==> config.mk <==
export PLATFORM = sky130hd
export DESIGN_NAME = bmf_block_pack
export DESIGN_NICKNAME = d
export VERILOG_FILES = /design/src/rtl/bmf_block_pack.sv
export SDC_FILE = /design/constraint.sdc
export NUM_CORES = 1
export LEC_CHECK = 0
export CAP_MARGIN = 10
export CORE_MARGIN = 8
export CORE_UTILIZATION = 30
export DETAILED_ROUTE_END_ITERATION = 12
export GPL_TIMING_DRIVEN = 0
export PLACE_DENSITY = 0.48
export SYNTH_ARGS = -nofsm -noshare
export SYNTH_HDL_FRONTEND = slang
export SYNTH_SLANG_ARGS = --single-unit
==> constraint.sdc <==
create_clock -name clk -period 3.6 [get_ports clk]
set_input_delay 0.72 -clock clk [delete_from_list [all_inputs] [get_ports clk]]
set_output_delay 0.72 -clock clk [all_outputs]
set_load 0.01 [all_outputs]
==> src/rtl/bmf_block_pack.sv <==
// bmf_block_pack: packs a stream of bfloat16 scalars into one block-minifloat word.
// Revision 1.0
`default_nettype none

module bmf_block_pack #(
  parameter int LENGTH   = 4,
  parameter int NEXP     = 4,
  parameter int NSIG     = 3,
  parameter int EXP_BIAS = 8
) (
  input  logic                             clk,
  input  logic                             rst_n,
  input  logic                             in_valid,
  output logic                             in_ready,
  input  logic [15:0]                      in_data,
  input  logic                             in_last,
  output logic                             out_valid,
  input  logic                             out_ready,
  output logic [EXP_BIAS+LENGTH*(1+NEXP+NSIG)-1:0] out_block
);

  localparam int C_SIZE = 1 + NEXP + NSIG;
  localparam int C_CW   = (LENGTH > 1) ? $clog2(LENGTH) : 1;
  localparam logic [EXP_BIAS-1:0] C_EMAX = EXP_BIAS'((1 << NEXP) - 1);

  localparam logic [1:0] S_FILL = 2'd0;
  localparam logic [1:0] S_CONV = 2'd1;
  localparam logic [1:0] S_HOLD = 2'd2;

  logic [1:0]                        r_state;
  logic [C_CW-1:0]                   r_cnt;
  logic [7:0]                        r_max;
  logic [15:0]                       r_slot [LENGTH];
  logic [EXP_BIAS+LENGTH*C_SIZE-1:0] r_out;

  logic                      w_beat;
  logic                      w_close;
  logic [EXP_BIAS-1:0]       w_max_ext;
  logic [EXP_BIAS-1:0]       w_bias;
  logic [LENGTH*C_SIZE-1:0]  w_elems;

  assign w_beat    = in_valid && (r_state == S_FILL);
  assign w_close   = w_beat && (in_last || (r_cnt == C_CW'(LENGTH - 1)));
  assign w_max_ext = EXP_BIAS'(r_max);
  assign w_bias    = (w_max_ext >= C_EMAX) ? (w_max_ext - C_EMAX) : '0;

  genvar gi;
  generate
    for (gi = 0; gi < LENGTH; gi++) begin : g_elem
      logic [7:0]                w_exp;
      logic signed [EXP_BIAS:0]  w_loc;
      logic                      w_flush;
      logic                      w_unused;

      assign w_exp   = r_slot[gi][14:7];
      assign w_loc   = $signed({1'b0, EXP_BIAS'(w_exp)}) - $signed({1'b0, w_bias});
      // Zero inputs and anything below the smallest normal collapse to signed zero.
      assign w_flush = (w_exp == 8'd0) || (w_loc < $signed((EXP_BIAS+1)'(1)));
      assign w_elems[gi*C_SIZE +: C_SIZE] = w_flush
          ? {r_slot[gi][15], (C_SIZE-1)'(0)}
          : {r_slot[gi][15], w_loc[NEXP-1:0], r_slot[gi][6 -: NSIG]};
      assign w_unused = ^{r_slot[gi][6-NSIG:0], w_loc[EXP_BIAS:NEXP]};
    end
  endgenerate

  always_ff @(posedge clk or negedge rst_n) begin
    if (!rst_n) begin
      r_state <= S_FILL;
      r_cnt   <= '0;
      r_max   <= '0;
      r_out   <= '0;
      for (int i = 0; i < LENGTH; i++) r_slot[i] <= '0;
    end else begin
      case (r_state)
        S_FILL: begin
          if (w_beat) begin
            r_slot[r_cnt] <= in_data;
            r_cnt         <= r_cnt + C_CW'(1);
            if (in_data[14:7] > r_max) r_max <= in_data[14:7];
            if (w_close) r_state <= S_CONV;
          end
        end
        S_CONV: begin
          r_out   <= {w_bias, w_elems};
          r_cnt   <= '0;
          r_max   <= '0;
          // Cleared so a short block reads zeros in its unwritten slots.
          for (int i = 0; i < LENGTH; i++) r_slot[i] <= '0;
          r_state <= S_HOLD;
        end
        S_HOLD: begin
          if (out_ready) r_state <= S_FILL;
        end
        default: r_state <= S_FILL;
      endcase
    end
  end

  assign in_ready  = (r_state == S_FILL);
  assign out_valid = (r_state == S_HOLD);
  assign out_block = r_out;

endmodule

`default_nettype wire

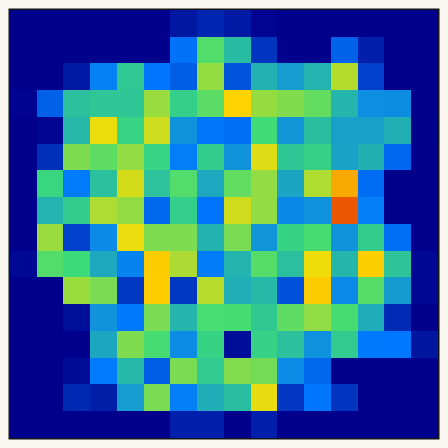
(local utilization)
The die is cut into 16 by 16 equal tiles; dark blue is low, red is high, 0 to 100% covered.
mean over tiles: 28%
emptiest ninth of the die: bottom left
fullest tile: 90%
densest ninth of the die: middle

==> flow_metrics.py <==
# Physical implementation metrics
metrics = {
    "clock_network": {
        "tritoncts": "yes",
        "cts-htree-levels": 3,
        "clock_sinks": 100,
        "post_cts_hold_buffer_count": 0,
        "postCtsResizedCells": 6,
        "cts-buffers-inserted": 9,
        "clockRootBuffer": "sky130_fd_sc_hd__clkbuf_16",
        "cts_max_path_buffers": 2,
        "clk_pin_slew_worst_paths_ps": 70,
    },
    "run": {
        "max_cap_viol_count": 0,
        "warnings": 33,
    },
    "global_routing": {
        "grt_max_degree": 57,
        "met3_use_gr_pct": 2.92,
        "grt_most_used_layer": "met2",
        "groute.layer.met1.usage_pct": 21.0,
        "globalRouteMet2Util_pct": 25.2,
        "grt_pass1_vias": 5244,
        "globalRouteOverflowTotal": 0,
    },
    "pwr": {
        "clock_power_uw": 990,
        "static-leakage-power_uw": 0.00313,
        "fin_total_pwr_uw": 7990,
        "swShare_pct": 46.6,
        "power.switching_uw": 3720,
        "peakVddDrop_mv": 0.365,
    },
    "placed_design": {
        "routabilityCongestion": 0.826,
        "number_of_input_and_output_port_buffers_inserted": 58,
        "placedCellCount": 993,
    },
    "finish": {
        "nNonClkInverters": 35,
        "insertedDiodeCount": 0,
        "utilization_pct": 36.8,
        "logic_gates": 497,
        "combAreaFraction_pct": 45.3,
        "final_cell_count_no_fill": 1010,
        "flow.area_growth_from_synthesis_pct": 22.0,
        "layout_top_cells": "sky130_fd_sc_hd__nand2_1 (99), sky130_fd_sc_hd__dfrtp_1 (99), sky130_fd_sc_hd__o21ai_0 (81), sky130_fd_sc_hd__clkdlybuf4s50_1 (57)",
        "n_fill_cell": 2049,
        "design_area_um2": 7360,
        "nonClockBufferCount": 92,
    },
    "drt": {
        "route.met2.wl_um": 8940,
        "met3_wirelength_um": 1070,
        "drt-initial-drc-count": 339,
        "drt_drc_violations_left": 0,
    },
    "setup_path": {
        "worst_r2r_src": "r_max[0]",
        "delay_of_the_slowest_critical_path_stage_ps": 650,
        "reg2reg_to": "out_block[24]",
        "crit_path_end_kind": "register",
        "reg2regPathDepth": 12,
        "type_of_origin_of_the_critical_path": "register",
        "crit_path_max_fanout": 7,
        "crit_path_top_delay_cell": "sky130_fd_sc_hd__a31oi_1",
        "crit_chain": "ha_1 -> nand3_2 -> a31oi_1 -> a31oi_1 -> buf_6 -> ha_1 -> inv_1 -> o31a_1 -> a32oi_1 -> nor4_1 -> o32ai_2 -> a22o_1",
        "crit_family": "AND-OR/OR-AND gates",
    },
    "synth": {
        "synth.net_count": 733,
        "yosys-top-cells-count": "sky130_fd_sc_hd__nand2_1 (102), sky130_fd_sc_hd__dfrtp_1 (100), sky130_fd_sc_hd__o21ai_0 (81)",
        "postSynth.asyncResetShare_pct": 100,
        "enable_flop_cells": 0,
        "netlist_area_um2": 6030,
        "synthesis_stage_register_bit_count": 100,
        "yosys-stat-area_um2": 6030,
        "top_area_cell": "sky130_fd_sc_hd__dfrtp_1",
    },
    "sta": {
        "grt_setup_unrepaired": "no",
        "report.final.hold_viol_count": 0,
        "finalClockPeriodUsage_pct": 94.4,
        "timing.hold.ws_ps": 382,
        "timing_worst_slew_pin_value_ps": 869,
        "skew_ps": 10.4,
        "timing.final.setup_violations": 0,
    },
    "floorplan": {
        "design.portCount": 63,
        "std_cell_rows": 52,
        "chip_area_um2": 24900,
        "core_area_um2": 20000,
        "fp_util_pct": 30.2,
    },
    "run_status": {
        "status": "finished, final reports clean",
    },
}
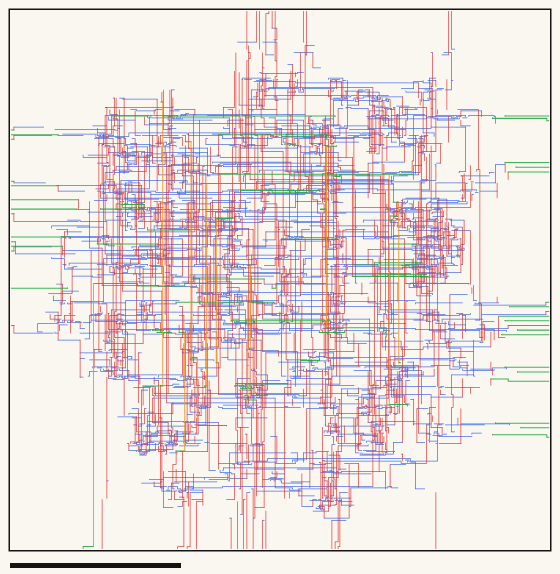
(routed metal, one colour a layer)
Bar = 50 um.
| layer | colour | wire length |
|---|---|---|
| M2 | red | 8940 um |
| M1 | blue | 8680 um |
| M4 | orange | 591 um |
| M3 | green | 1070 um |
vias post-DR: 5359
GRT Total Usage: 16.0%
Routed WL per cell: 19.1 um
total length of routed wires: 19300 um

Power is estimated from default activity; no workload was simulated.
